[src/rtl/ej1_pkg.sv]
// ej1_pkg: shared types and default constants for the ej1 input conditioning slice.
`default_nettype none

package ej1_pkg;

  typedef enum logic {
    STABLE = 1'b0,
    CHECK  = 1'b1
  } state_e;

  localparam int EJ1_DEB_CYCLES = 8;
  localparam int EJ1_CNT_W      = 4;

endpackage

`default_nettype wire

[src/rtl/ej1_debounce_ch.sv]
// ej1_debounce_ch: two-flop synchronizer, tick-qualified debounce counter and
// registered rise/fall pulses for one switch channel.
`default_nettype none

module ej1_debounce_ch
  import ej1_pkg::*;
#(
  parameter int DEB_CYCLES = EJ1_DEB_CYCLES,
  parameter int CNT_W      = EJ1_CNT_W
) (
  input  logic clk,
  input  logic rst_n,
  input  logic en,
  input  logic raw,
  output logic out,
  output logic rise,
  output logic fall
);

  localparam logic [CNT_W-1:0] CNT_MAX = CNT_W'(DEB_CYCLES - 1);

  logic             sy1_q, sy_q;
  logic             out_q, out_d;
  logic             rise_q, rise_d;
  logic             fall_q, fall_d;
  logic [CNT_W-1:0] cnt_q, cnt_d;
  state_e           state_q, state_d;

  always_ff @(posedge clk or negedge rst_n) begin
    if (!rst_n) begin
      sy1_q   <= 1'b0;
      sy_q    <= 1'b0;
      out_q   <= 1'b0;
      rise_q  <= 1'b0;
      fall_q  <= 1'b0;
      cnt_q   <= '0;
      state_q <= STABLE;
    end else begin
      sy1_q   <= raw;
      sy_q    <= sy1_q;
      out_q   <= out_d;
      rise_q  <= rise_d;
      fall_q  <= fall_d;
      cnt_q   <= cnt_d;
      state_q <= state_d;
    end
  end

  // Counter is non-zero only in CHECK, so the terminal test is qualified by state.
  always_comb begin
    out_d   = out_q;
    rise_d  = 1'b0;
    fall_d  = 1'b0;
    cnt_d   = cnt_q;
    state_d = state_q;
    if (sy_q == out_q) begin
      cnt_d   = '0;
      state_d = STABLE;
    end else if (!en) begin
      cnt_d   = cnt_q;
      state_d = state_q;
    end else if (state_q == CHECK && cnt_q == CNT_MAX) begin
      out_d   = sy_q;
      rise_d  = sy_q;
      fall_d  = ~sy_q;
      cnt_d   = '0;
      state_d = STABLE;
    end else begin
      cnt_d   = cnt_q + CNT_W'(1);
      state_d = CHECK;
    end
  end

  assign out  = out_q;
  assign rise = rise_q;
  assign fall = fall_q;

endmodule

`default_nettype wire

[src/rtl/ej1_input_cond.sv]
// ej1_input_cond: synchronizes and debounces the raw I and S switches into clean
// levels and one-cycle edge pulses for the ej1 FSM.
`default_nettype none

module ej1_input_cond
  import ej1_pkg::*;
#(
  parameter int DEB_CYCLES = EJ1_DEB_CYCLES,
  parameter int CNT_W      = EJ1_CNT_W
) (
  input  logic clk,
  input  logic rst_n,
  input  logic en,
  input  logic i_raw,
  input  logic s_raw,
  output logic I,
  output logic S,
  output logic i_rise,
  output logic i_fall,
  output logic s_rise,
  output logic s_fall
);

  ej1_debounce_ch #(
    .DEB_CYCLES (DEB_CYCLES),
    .CNT_W      (CNT_W)
  ) u_ch_i (
    .clk   (clk),
    .rst_n (rst_n),
    .en    (en),
    .raw   (i_raw),
    .out   (I),
    .rise  (i_rise),
    .fall  (i_fall)
  );

  ej1_debounce_ch #(
    .DEB_CYCLES (DEB_CYCLES),
    .CNT_W      (CNT_W)
  ) u_ch_s (
    .clk   (clk),
    .rst_n (rst_n),
    .en    (en),
    .raw   (s_raw),
    .out   (S),
    .rise  (s_rise),
    .fall  (s_fall)
  );

endmodule

`default_nettype wire

[config.mk]
export PLATFORM = sky130hd
export DESIGN_NAME = ej1_input_cond
export DESIGN_NICKNAME = d
export VERILOG_FILES = /design/src/rtl/ej1_pkg.sv /design/src/rtl/ej1_debounce_ch.sv /design/src/rtl/ej1_input_cond.sv
export SDC_FILE = /design/constraint.sdc
export NUM_CORES = 1
export LEC_CHECK = 0
export ABC_CLOCK_PERIOD_IN_PS = 1340
export CORE_UTILIZATION = 46
export DETAILED_ROUTE_END_ITERATION = 10
export PLACE_DENSITY = 0.71
export SLEW_MARGIN = 20
export SYNTH_ARGS = -nofsm -noshare
export SYNTH_HDL_FRONTEND = slang
export SYNTH_HIERARCHICAL = 1
export SYNTH_SLANG_ARGS = --single-unit
[constraint.sdc]
create_clock -name clk -period 1.34 [get_ports clk]
set_input_delay 0.268 -clock clk [delete_from_list [all_inputs] [get_ports clk]]
set_output_delay 0.268 -clock clk [all_outputs]
set_load 0.05 [all_outputs]
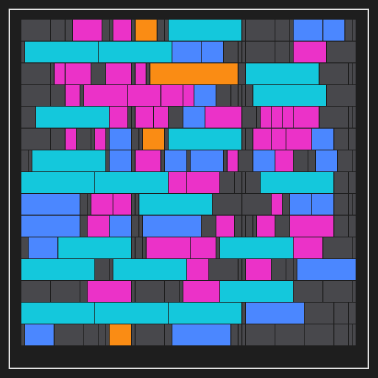
(images/class_map.png)
(8 px per µm) Fill, decap, tap and diode cells in grey.
| colour | class | cells | share of their area |
|---|---|---|---|
| magenta | remaining logic cells | 44 | 29% |
| blue | remaining buffers and delay cells | 24 | 23% |
| orange | clock drivers and dummy loads | 4 | 4.5% |
| cyan | registers | 20 | 43% |

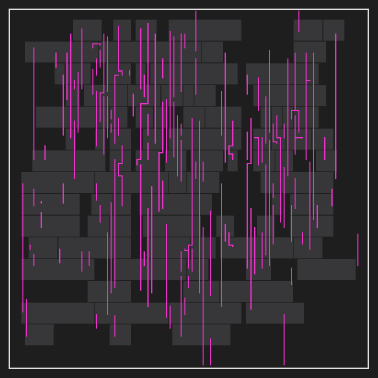
(images/m2.png)
(8 px per µm)
nets with wire on the layer: 87
wire length on this layer: 814 µm

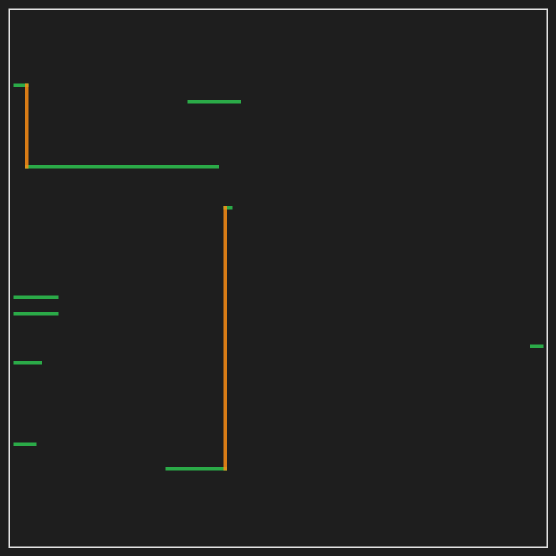
(images/layers.png)
(12 px per µm) Two of the layers only.
| colour | layer | wire length |
|---|---|---|
| orange | M4 | 28.6 µm |
| green | M3 | 37.4 µm |

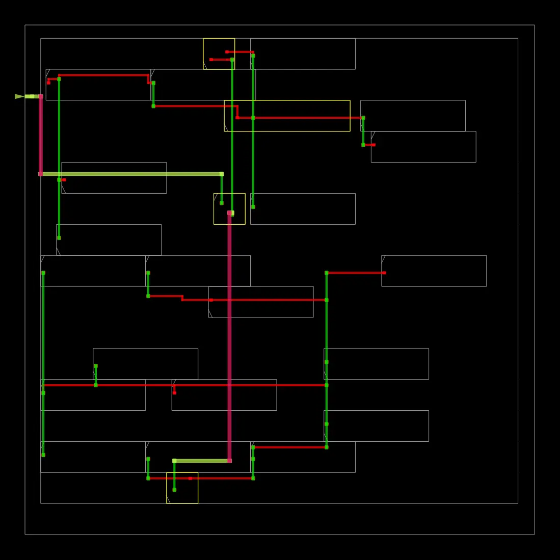
(images/clock_nets.png)
Clock Skew: 0.0140 ns
clk sinks: 20
clk_lat worst skew: 0.31 ns

==> impl_metrics.csv <==
group,metric,value,unit
status,status,"complete, but fails checks",
status,violations,"setup timing",
final_layout,final_util,0.698,
final_layout,clkCellAreaFrac,0.0441,
synth,syn_area_per_cell,12.7,µm²
final_layout,final_area,0.00119,mm²
global_route,grt_overflow,0,
timing,setup_violations,1,
critical_path,arrival,1.56,ns
final_layout,ff_latch_area,500,µm²
pwr,p_clk_frac,0.403,
detailed_routing,drtPass1Iterations,4,
pwr,pg_seq,0.000637,W
critical_path,endpoint,"u_ch_i/out",
timing,setup_slack,-0.00195,ns
final_layout,n_fill_cell,121,
final_layout,top_regs,"u_ch_i/cnt_q x4, u_ch_s/cnt_q x4",
final_layout,final-nonclk-buf-share,0.226,
final_layout,n_all_buffers,24,
global_route,use_met2,0.309,
synth,yosys_most_used_dff,"dfrtp_1",
critical_path,regToRegEndpoint,"u_ch_i/out",
global_route,grt_max_degree,21,
detailed_routing,drcViolationCount,0,
critical_path,end_kind,"register",
final_layout,dominant_cells,"flip-flops and latches",
synth,synth-cells-yosys,66,
pwr,power-top-group,"sequential cells",
final_layout,num-multi-input-gates,44,
place,portBuffers,10,
timing,max_slew.worst_pin.slew,0.454,ns
floorplan,die_h,44.7,µm
floorplan,die_w,44.7,µm
timing,hold_viol,0,
pwr,power_frac_comb,0.083,
clocking,root_buffer,"clkbuf_4",
==> kinds of logic (layout without fill, tap and decap cells) <==
| logic type | Yosys count | count (layout) | share of synthesized area |
|---|---|---|---|
| XOR/XNOR | 4 | 4 | 0.0418 |
| flip-flops | 20 | 20 | 0.597 |
| adder cells (fa/ha/maj) | 2 | 2 | 0.0298 |
| multiplexers | 4 | 4 | 0.0597 |
| buffers and inverters | 2 | 28 | 0.0269 |
| AND-OR/OR-AND | 8 | 8 | 0.0627 |
| AND/OR/NAND/NOR | 26 | 26 | 0.182 |
==> critical path: cells and delay by family, from the launching register on <==
kind / cells / cell delay, ns
DFF: 1 / 0.40
and+or+nand+nor: 2 / 0.36
muxes: 1 / 0.29
adders and majority gates: 1 / 0.19
Power figures rest on the tool's default switching activity, not on a simulated workload.
